**config.mk**
```make
export PLATFORM = sky130hd
export DESIGN_NAME = motor_ramp_sequencer
export DESIGN_NICKNAME = d
export VERILOG_FILES = /design/src/rtl/motor_ramp_sequencer_pkg.sv /design/src/rtl/motor_ramp_sequencer_channel.sv /design/src/rtl/motor_ramp_sequencer.sv
export SDC_FILE = /design/constraint.sdc
export NUM_CORES = 1
export LEC_CHECK = 0
export ABC_AREA = 1
export CELL_PAD_IN_SITES_DETAIL_PLACEMENT = 0
export CELL_PAD_IN_SITES_GLOBAL_PLACEMENT = 2
export CORE_MARGIN = 5
export CORE_UTILIZATION = 29
export CTS_BUF_LIST = sky130_fd_sc_hd__clkbuf_8
export DETAILED_ROUTE_END_ITERATION = 8
export HOLD_SLACK_MARGIN = 0.05
export PLACE_DENSITY = 0.88
export SLEW_MARGIN = 20
export SYNTH_ARGS = -nofsm -noshare
export SYNTH_HDL_FRONTEND = slang
export SYNTH_HIERARCHICAL = 1
export SYNTH_SLANG_ARGS = --single-unit
```
**constraint.sdc**
```tcl
create_clock -name sys_clk -period 4.4 [get_ports sys_clk]
set_clock_uncertainty 0.2 [all_clocks]
set_input_delay 0.44 -clock sys_clk [delete_from_list [all_inputs] [get_ports sys_clk]]
set_output_delay 0.44 -clock sys_clk [all_outputs]
set_load 0.02 [all_outputs]
```
**src/rtl/motor_ramp_sequencer_pkg.sv**
```systemverilog
// Shared register map, field positions and scheduler states
// for the motor ramp sequencer.
package motor_ramp_sequencer_pkg;

  localparam logic [3:0] TGT_IDX  = 4'h0;
  localparam logic [3:0] STS_IDX  = 4'h4;
  localparam logic [3:0] RAMP_IDX = 4'h8;
  localparam int         MAX_CH   = 4;

  localparam int EN_BIT  = 31;
  localparam int DIR_BIT = 30;
  localparam int FLT_BIT = 29;
  localparam int RMP_BIT = 28;

  localparam logic [7:0] STEP_RST = 8'd1;

  typedef enum logic {
    ST_IDLE   = 1'b0,
    ST_UPDATE = 1'b1
  } sched_t;

endpackage

```
**src/rtl/motor_ramp_sequencer_channel.sv**
```systemverilog
// One motor channel: duty ramp, direction reversal through zero,
// stall detection and latched fault.
module motor_ramp_channel
  import motor_ramp_sequencer_pkg::*;
#(
  parameter logic [7:0] STALL_DUTY  = 8'h40,
  parameter int         STALL_TICKS = 64
) (
  input  logic        sys_clk,
  input  logic        sys_rst,
  input  logic        upd,
  input  logic        tgt_en,
  input  logic        tgt_dir,
  input  logic [7:0]  tgt_duty,
  input  logic [7:0]  step,
  input  logic [31:0] pos,
  input  logic        fault_clr,
  output logic [7:0]  duty,
  output logic        en,
  output logic        dir,
  output logic        fault,
  output logic        ramping
);

  localparam int SW = $clog2(STALL_TICKS + 1);

  logic [SW-1:0] stall_cnt;
  logic [SW-1:0] cnt_nxt;
  logic [31:0]   pos_q;
  logic [7:0]    eff;
  logic [7:0]    goal;
  logic [7:0]    diff;
  logic [7:0]    nxt;
  logic          flip;
  logic          stall_hit;
  logic          trip;

  always_comb begin
    eff  = (tgt_en && !fault) ? tgt_duty : 8'd0;
    flip = tgt_dir != dir;
    // a pending reversal must pass through zero duty first
    goal = (flip && duty != 8'd0) ? 8'd0 : eff;
    nxt  = goal;
    diff = 8'd0;
    if (duty < goal) begin
      diff = goal - duty;
      if (step != 8'd0 && step < diff) nxt = duty + step;
    end else begin
      diff = duty - goal;
      if (step != 8'd0 && step < diff) nxt = duty - step;
    end
    stall_hit = (duty >= STALL_DUTY) && (pos == pos_q);
    cnt_nxt   = stall_hit ? stall_cnt + SW'(1) : '0;
    trip      = stall_hit && (cnt_nxt == SW'(STALL_TICKS));
  end

  assign ramping = duty != eff;

  always_ff @(posedge sys_clk or negedge sys_rst) begin
    if (!sys_rst) begin
      duty      <= '0;
      en        <= 1'b0;
      dir       <= 1'b0;
      fault     <= 1'b0;
      stall_cnt <= '0;
      pos_q     <= '0;
    end else begin
      if (upd) begin
        pos_q <= pos;
        if (trip) begin
          fault     <= 1'b1;
          duty      <= '0;
          en        <= 1'b0;
          stall_cnt <= '0;
        end else begin
          duty      <= nxt;
          en        <= nxt != 8'd0;
          stall_cnt <= cnt_nxt;
          if (duty == 8'd0) dir <= tgt_dir;
        end
      end
      if (fault_clr && !(upd && trip)) fault <= 1'b0;
    end
  end

endmodule

```
**src/rtl/motor_ramp_sequencer.sv**
```systemverilog
// Wishbone-controlled ramp sequencer for COUNT motor channels,
// updated round-robin once per ramp tick.
module motor_ramp_sequencer
  import motor_ramp_sequencer_pkg::*;
#(
  parameter int         COUNT       = 4,
  parameter int         TICK_DIV    = 50000,
  parameter logic [7:0] STALL_DUTY  = 8'h40,
  parameter int         STALL_TICKS = 64
) (
  input  logic                 sys_clk,
  input  logic                 sys_rst,
  input  logic                 wb_cyc,
  input  logic                 wb_stb,
  input  logic                 wb_we,
  input  logic [31:0]          wb_adr,
  input  logic [3:0]           wb_sel,
  input  logic [31:0]          wb_mosi,
  output logic [31:0]          wb_miso,
  output logic                 wb_ack,
  output logic                 wb_err,
  input  logic [32*COUNT-1:0]  positions,
  output logic [COUNT-1:0]     motor_en,
  output logic [COUNT-1:0]     motor_dir,
  output logic [8*COUNT-1:0]   pwm_cmp,
  output logic [COUNT-1:0]     fault
);

  if (TICK_DIV < COUNT + 1) begin : g_bad_div
    $error("TICK_DIV must be at least COUNT+1");
  end
  if (COUNT > MAX_CH) begin : g_bad_count
    $error("COUNT exceeds the register map");
  end

  localparam int TW = $clog2(TICK_DIV);
  localparam int CW = (COUNT > 1) ? $clog2(COUNT) : 1;

  logic [COUNT-1:0]      tgt_en;
  logic [COUNT-1:0]      tgt_dir;
  logic [COUNT-1:0][7:0] tgt_duty;
  logic [7:0]            step;

  logic [COUNT-1:0] tgt_sel;
  logic [COUNT-1:0] sts_sel;
  logic [COUNT-1:0] fault_clr;
  logic [COUNT-1:0] ramping;
  logic [COUNT-1:0] upd_vec;
  logic             ramp_sel;
  logic             hit;
  logic [31:0]      rdata;
  logic [3:0]       reg_idx;
  logic             req;
  logic             new_req;

  logic [TW-1:0] tick_cnt;
  logic          tick;
  sched_t        state;
  logic [CW-1:0] chan;

  logic unused;
  assign unused = ^{wb_adr[31:6], wb_adr[1:0], wb_sel[2:1], wb_mosi[28:8]};

  assign reg_idx = wb_adr[5:2];
  assign req     = wb_cyc & wb_stb;
  assign new_req = req & ~wb_ack & ~wb_err;

  always_comb begin
    tgt_sel   = '0;
    sts_sel   = '0;
    fault_clr = '0;
    rdata     = '0;
    ramp_sel  = reg_idx == RAMP_IDX;
    for (int i = 0; i < COUNT; i++) begin
      if (reg_idx == TGT_IDX + 4'(i)) begin
        tgt_sel[i]     = 1'b1;
        rdata[EN_BIT]  = tgt_en[i];
        rdata[DIR_BIT] = tgt_dir[i];
        rdata[7:0]     = tgt_duty[i];
      end
      if (reg_idx == STS_IDX + 4'(i)) begin
        sts_sel[i]     = 1'b1;
        rdata[EN_BIT]  = motor_en[i];
        rdata[DIR_BIT] = motor_dir[i];
        rdata[FLT_BIT] = fault[i];
        rdata[RMP_BIT] = ramping[i];
        rdata[7:0]     = pwm_cmp[8*i+:8];
      end
    end
    if (ramp_sel) rdata[7:0] = step;
    hit = (|tgt_sel) | (|sts_sel) | ramp_sel;
    fault_clr = sts_sel & {COUNT{new_req & wb_we & wb_sel[3]
                                 & wb_mosi[FLT_BIT]}};
  end

  always_ff @(posedge sys_clk or negedge sys_rst) begin
    if (!sys_rst) begin
      wb_ack   <= 1'b0;
      wb_err   <= 1'b0;
      wb_miso  <= '0;
      step     <= STEP_RST;
      tgt_en   <= '0;
      tgt_dir  <= '0;
      tgt_duty <= '0;
    end else if (!req) begin
      wb_ack <= 1'b0;
      wb_err <= 1'b0;
    end else if (new_req) begin
      wb_ack  <= hit;
      wb_err  <= ~hit;
      wb_miso <= hit ? rdata : '0;
      if (wb_we) begin
        for (int i = 0; i < COUNT; i++) begin
          if (tgt_sel[i] && wb_sel[3]) begin
            tgt_en[i]  <= wb_mosi[EN_BIT];
            tgt_dir[i] <= wb_mosi[DIR_BIT];
          end
          if (tgt_sel[i] && wb_sel[0]) tgt_duty[i] <= wb_mosi[7:0];
        end
        if (ramp_sel && wb_sel[0]) step <= wb_mosi[7:0];
      end
    end
  end

  assign tick = tick_cnt == TW'(TICK_DIV - 1);

  always_ff @(posedge sys_clk or negedge sys_rst) begin
    if (!sys_rst) tick_cnt <= '0;
    else          tick_cnt <= tick ? '0 : tick_cnt + TW'(1);
  end

  always_ff @(posedge sys_clk or negedge sys_rst) begin
    if (!sys_rst) begin
      state <= ST_IDLE;
      chan  <= '0;
    end else begin
      unique case (state)
        ST_IDLE: begin
          chan <= '0;
          if (tick) state <= ST_UPDATE;
        end
        ST_UPDATE: begin
          if (chan == CW'(COUNT - 1)) begin
            state <= ST_IDLE;
            chan  <= '0;
          end else begin
            chan <= chan + CW'(1);
          end
        end
        default: state <= ST_IDLE;
      endcase
    end
  end

  always_comb begin
    upd_vec = '0;
    for (int i = 0; i < COUNT; i++)
      upd_vec[i] = (state == ST_UPDATE) && (chan == CW'(i));
  end

  for (genvar i = 0; i < COUNT; i++) begin : g_ch
    motor_ramp_channel #(
      .STALL_DUTY (STALL_DUTY),
      .STALL_TICKS(STALL_TICKS)
    ) u_ch (
      .sys_clk  (sys_clk),
      .sys_rst  (sys_rst),
      .upd      (upd_vec[i]),
      .tgt_en   (tgt_en[i]),
      .tgt_dir  (tgt_dir[i]),
      .tgt_duty (tgt_duty[i]),
      .step     (step),
      .pos      (positions[32*i+:32]),
      .fault_clr(fault_clr[i]),
      .duty     (pwm_cmp[8*i+:8]),
      .en       (motor_en[i]),
      .dir      (motor_dir[i]),
      .fault    (fault[i]),
      .ramping  (ramping[i])
    );
  end

endmodule

```
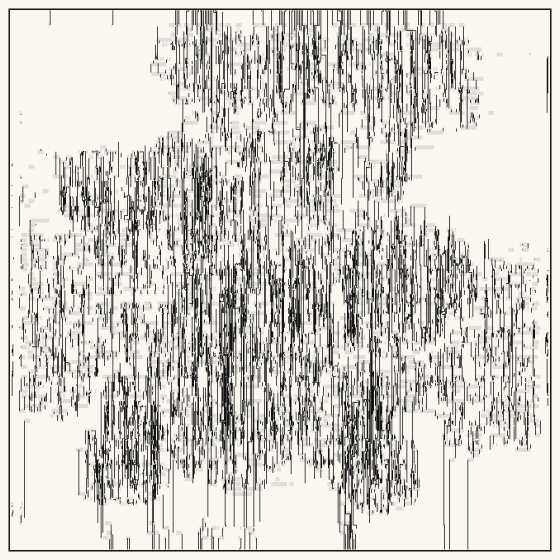
run_1/layer_met2.png
Cells faint in the background.
longest straight run = 101 µm
wire length on this layer = 35.3 mm
share of all routed wire = 44%
nets with wire on the layer = 3248
main direction = vertical
WL final: 79700 µm
met2 usage: 0.279
Via Count: 23500

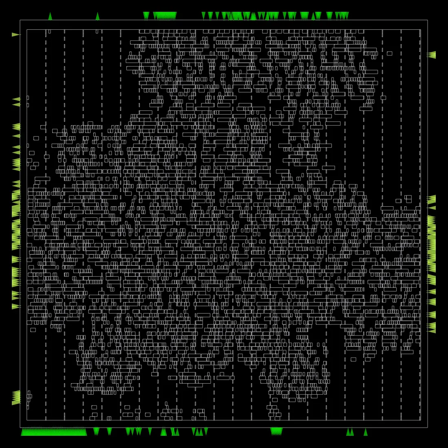
run_1/placement.png
Layout fillers: 9143
Site Rows: 106

==> qor.csv, run 1 <==
stage;metric;value;unit
route;wl_met3;4400;µm
logic_synthesis;synth_area;24500;µm²
power;pwr_density_cell;250;nW/µm²
placed_design;dpl.hpwl;61900;µm
critical_path;reg2reg_from;g_ch[3].u_ch/duty[6];
clock_network;cts_tree;yes;
critical_path;cpPeakStageDelay;0.39;ns
floorplan;io_pins;279;
logic_synthesis;edf_count;0;
clock_network;postCtsSetupRepairBufs;0;
critical_path;cp-startpoint;g_ch[3].u_ch/duty[6];
logic_synthesis;ys_area;24500;µm²
clock_network;cts_buffers;57;
route;dr.pass1.iters;7;
finish;layout-drive-gt1-share;0.0896;
grt;grt_max_degree;84;
route;routed-wl-met2;35300;µm
floorplan;die-area;90500;µm²
critical_path;cp_data_required_time;4.74;ns
logic_synthesis;synthArstFlopShare;1.00;
timing;hold_viol;0;
placed_design;portBuffers;207;
critical_path;crit_top_cell;nand2_1;
placed_design;dpl_worst_slack;-0.0313;ns
floorplan;die_h;301;µm
logic_synthesis;ys_sh_mux;0;
logic_synthesis;post_synth_ao_oa_area_fraction;0.0953;
outcome;status;finished, final reports clean;
logic_synthesis;ff_type;dfrtp_1;
flow_run;max_cap_viol_count;0;
critical_path;crit_buf_inv;1;
logic_synthesis;adder_share;0.104;
timing;period_minus_slack;4.07;ns
route;postRouteAntennaNets;0;
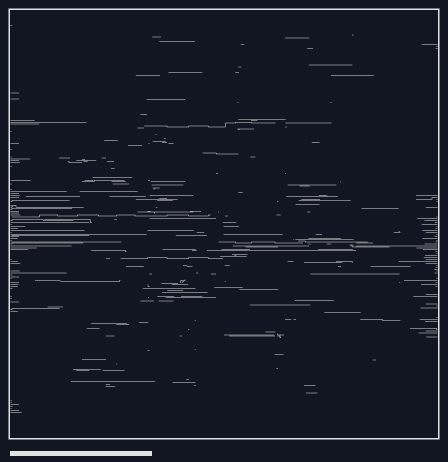
run_1/layer_met3.png
Bar = 100 µm.
wire length on this layer = 4400 µm
main direction = horizontal
longest straight run = 95.5 µm
nets with wire on the layer = 238
share of all routed wire = 5.5%
met3 Use GR: 0.0297

[run 1: kinds of logic after synthesis]
group	count (synthesis)
fa+ha+maj	197
other cells	1
compound gates	405
flops	281
simple gates	2051
xor+xnor	114
buf+inv	728
[run 1: routing by layer]
| metal | track usage | vias up |
|---|---|---|
| li1 | - | 12400 |
| met2 | 0.279 | 464 |
| met5 | 0 | - |
| met3 | 0.0297 | 91 |
| met1 | 0.242 | 10600 |
| met4 | 0.0345 | 0 |
[run 1: path summary, 6_finish.rpt]
kind                                     endpoint  slack [ns]  depth (start not counted)
max reg2reg                       g_ch[3].u_ch/en        0.33                         24
max in group asynchronous   g_ch[2].u_ch/pos_q[9]        2.86                          3
min                        g_ch[1].u_ch/pos_q[11]        0.16                          2
min reg2reg                           tick_cnt[0]        0.26                          1
max                               g_ch[3].u_ch/en        0.33                         24
min in group sys_clk        g_ch[0].u_ch/pos_q[2]        0.16                          3
[run 1: through the flow]
| stage | instances | util | setup TNS [ns] |
|---|---|---|---|
| global placement | 5166 | 0.341 | 0 |
| CTS | 5263 | 0.356 | 0 |
| global route | 5266 | 0.358 | -0.0186 |
| floorplan | 3796 | - | 0 |
| finish | 5267 | 0.358 | 0 |
| detailed placement | 5166 | 0.341 | -0.0313 |
[run 1: report_power, final]
part,internal [mW],leakage (nW),switching [mW]
Sequential,2.64,2.86,0.0784
Combinational,0.704,12.3,1.12
Clock,1.70,0.673,1.27
[run 1: cell usage after synthesis, types with 6 or more instances]
master	instances
nor2_2	16
buf_2	32
nand4_1	94
a21oi_1	85
inv_2	13
xor2_1	79
a21oi_2	10
ha_1	185
inv_1	609
buf_4	23
nor3_1	26
clkinv_1	7
xnor2_1	35
nand3_1	267
clkbuf_1	35
dfrtp_1	280
nor2_4	9
o21ai_1	33
nand2_1	1314
o21ai_2	22
or2_2	21
a21o_1	24
buf_1	6
fa_1	12
nand3_2	12
o21ai_0	203
nor2_1	257
[run 1: registers in the layout, indices dropped and copies added, names as in the netlist]
signal,cells
g_ch.u_ch/pos_q,128
wb_err,1
g_ch.u_ch/stall_cnt,28
g_ch.u_ch/en,4
g_ch.u_ch/dir,4
step,8
tgt_duty,32
tgt_dir,4
state,1
g_ch.u_ch/duty,32
wb_ack,1
chan,2
tick_cnt,16
g_ch.u_ch/fault,4
wb_miso,12
tgt_en,4
[run 1: worst register-to-register path, cell delays in order (launching register included)]
cell	delay, ns
dfrtp_1	0.39
nor2_2	0.14
nand3_1	0.13
nor2_4	0.17
nor2_4	0.09
nor2_2	0.12
inv_1	0.05
ha_1	0.39
a21oi_1	0.15
and2_1	0.19
nor3_1	0.07
a2111oi_2	0.24
xor2_1	0.23
ha_1	0.28
a21o_1	0.18
a21oi_2	0.15
nand3_2	0.20
nand2_1	0.11
nand3_1	0.06
nand2_1	0.11
nand2_1	0.07
nor2_1	0.10
nand2_1	0.06
nand2_1	0.05
nand2_1	0.04
[run 1: cell type report]
type                       instances  area (µm²)
multi-input combinational       2787       14900
antenna                            3        7.51
clock buffer                      72         991
timing repair buffer             337        3110
fill                            9143       53800
clock inverter                    24         224
inverter                         629        2360
sequential                       281        7030
tap                             1134        1420
run_1/io_fan.png
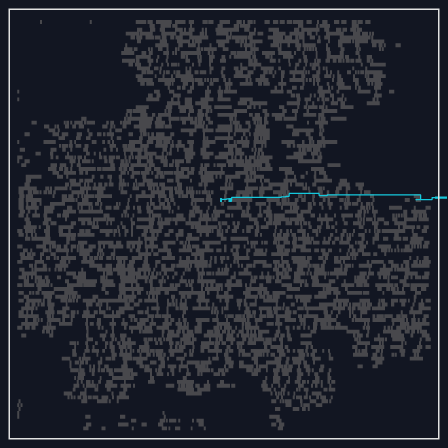

## Run 2: what changed since run 1
MAX_ROUTING_LAYER = met4   (was unset)
REMOVE_ABC_BUFFERS = 1   (was unset)
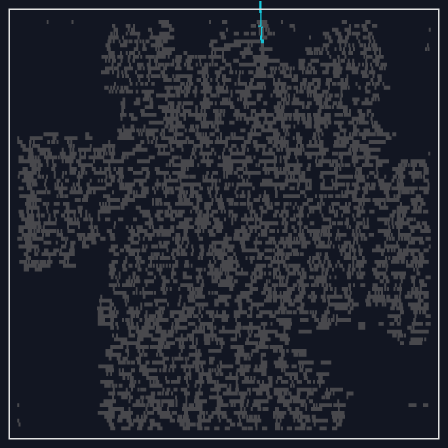
run_2/io_fan.png
wb_we -> cyan  # bits 1, direction input, end cells 2, buffers 1, wire 24.9 µm

==> qor.csv, run 2 <==
stage;metric;value;unit;change
route;postRouteAntennaNets;0;;unchanged
logic_synthesis;synth_area;24500;µm²;unchanged
critical_path;crit_buf_inv;3;;+2
logic_synthesis;ff_type;dfrtp_1;;
grt;grt_max_degree;93;;+11%
grt;grtUsageMet3;0.0426;;+0.0129
logic_synthesis;synth_top_cell_by_count;nand2_1;;
outcome;status;finished, final reports clean;;
logic_synthesis;synthArstFlopShare;1.00;;unchanged
timing;hold_viol;0;;unchanged
route;num_vias;23800;;+0.96%
power;pwr_density_cell;247;nW/µm²;-1.1%
finish;largest_reg_flops;128;;unchanged
timing;period_minus_slack;4.08;ns;+0.00645 ns
floorplan;fp-row-count;106;;unchanged
route;dr.pass1.iters;8;;+1
grt;top_usage_layer;met2;;
placed_design;dpl.hpwl;61900;µm;about the same
critical_path;cpPeakStageDelay;0.41;ns;+0.02 ns
floorplan;die_h;301;µm;unchanged
finish;top_regs;g_ch.u_ch/pos_q: 128 flops, g_ch.u_ch/duty: 32 flops, tgt_duty: 32 flops;;
placed_design;portBuffers;207;;unchanged
grt;use_met1;0.234;;-0.00845
floorplan;io_pins;279;;unchanged
logic_synthesis;ys_area;24500;µm²;unchanged
floorplan;die-area;90500;µm²;unchanged
finish;layout-drive-gt1-share;0.0941;;+0.00447
finish;largest_register;g_ch.u_ch/pos_q;;
clock_network;cts_buffers;58;;+1.8%
clock_network;postCtsSetupRepairBufs;0;;unchanged
placed_design;dpl_worst_slack;-0.0485;ns;-0.0172 ns
flow_run;max_cap_viol_count;0;;unchanged
run 2: netlist changes by cell type in the layout (fill, tap and decap cells not counted), moves of 2 or more:
cell | previous run | this run
a21oi_1 | 80 | 84
buf_4 | 125 | 148
a21oi_2 | 13 | 9
clkinv_2 | 4 | 8
clkbuf_8 | 72 | 69
nor2_1 | 245 | 247
clkinvlp_4 | 1 | 6
run 2: report_power, final:
part | total, mW | switching (mW) | internal (mW) | leakage [nW]
clock | 2.91 | 1.31 | 1.60 | 0.650
sequential | 2.71 | 0.0782 | 2.64 | 2.86
combinational | 1.83 | 1.12 | 0.707 | 12.4
total | 7.45 | 2.51 | 4.94 | 15.9
run 2: metrics by stage:
step                      cells  utilization    TNS [ns]
final                      5294        0.360           0
after global routing       5294        0.360  -0.0000822
after CTS                  5291        0.357           0
after detailed placement   5189        0.343     -0.0570
after global placement     5189        0.343     -0.0243
after floorplan            3697            -           0
run 2: what timing repair did:
action                                  in CTS  in global routing
resized                                      2                 43
hold endpoints to repair                    87                  0
pin swaps                                    0                  7
hold buffers                                 1                  0
endpoints found under the setup margin       2                 28
run 2: worst paths after layout:
| check | slack (ns) | from | cells past startpoint | end |
|---|---|---|---|---|
| worst max-delay path | 0.32 | g_ch[0].u_ch/duty[6] | 22 | g_ch[0].u_ch/duty[4] |
| min in group asynchronous | 0.23 | sys_rst | 2 | g_ch[1].u_ch/pos_q[25] |
| worst min register to register | 0.27 | tick_cnt[0] | 1 | tick_cnt[0] |
| worst min-delay path | 0.13 | positions[103] | 3 | g_ch[3].u_ch/pos_q[7] |
| worst max register to register | 0.32 | g_ch[0].u_ch/duty[6] | 22 | g_ch[0].u_ch/duty[4] |
| max in group asynchronous | 2.81 | sys_rst | 3 | step[3] |
run 2: kinds of logic after synthesis:
family	Yosys count	synth area share
buf+inv	728	0.118
flops	281	0.287
compound gates	405	0.0953
fa+ha+maj	197	0.104
simple gates	2051	0.355
other cells	1	0.000153
xor+xnor	114	0.0407
run 2: area by class of cell:
type	instances	area [µm²]
flip-flops and latches	281	7040
inverters	629	2360
multi-input cells	2787	14900
well taps	1134	1420
diodes	3	7.51
fillers	9106	53700
clock inverters	32	244
clock buffers	69	950
repair buffers	359	3260
run 2: per-layer routing:
layer	up-vias	wire length [µm]
met5	-	0
met1	10700	37800
li1	12500	-
met3	118	5060
met2	462	35600
met4	0	1920
run 2: worst register-to-register path: cells and delay by family (launching register included):
kind                     cells  cell delay (ns)
flip-flops                   1             0.41
XOR/XNOR                     1             0.20
buffers and inverters        3             0.34
adder cells (fa/ha/maj)      3             0.78
AND/OR/NAND/NOR             10             1.15
AND-OR/OR-AND                5             0.91
Power and IR drop assume default switching activity.
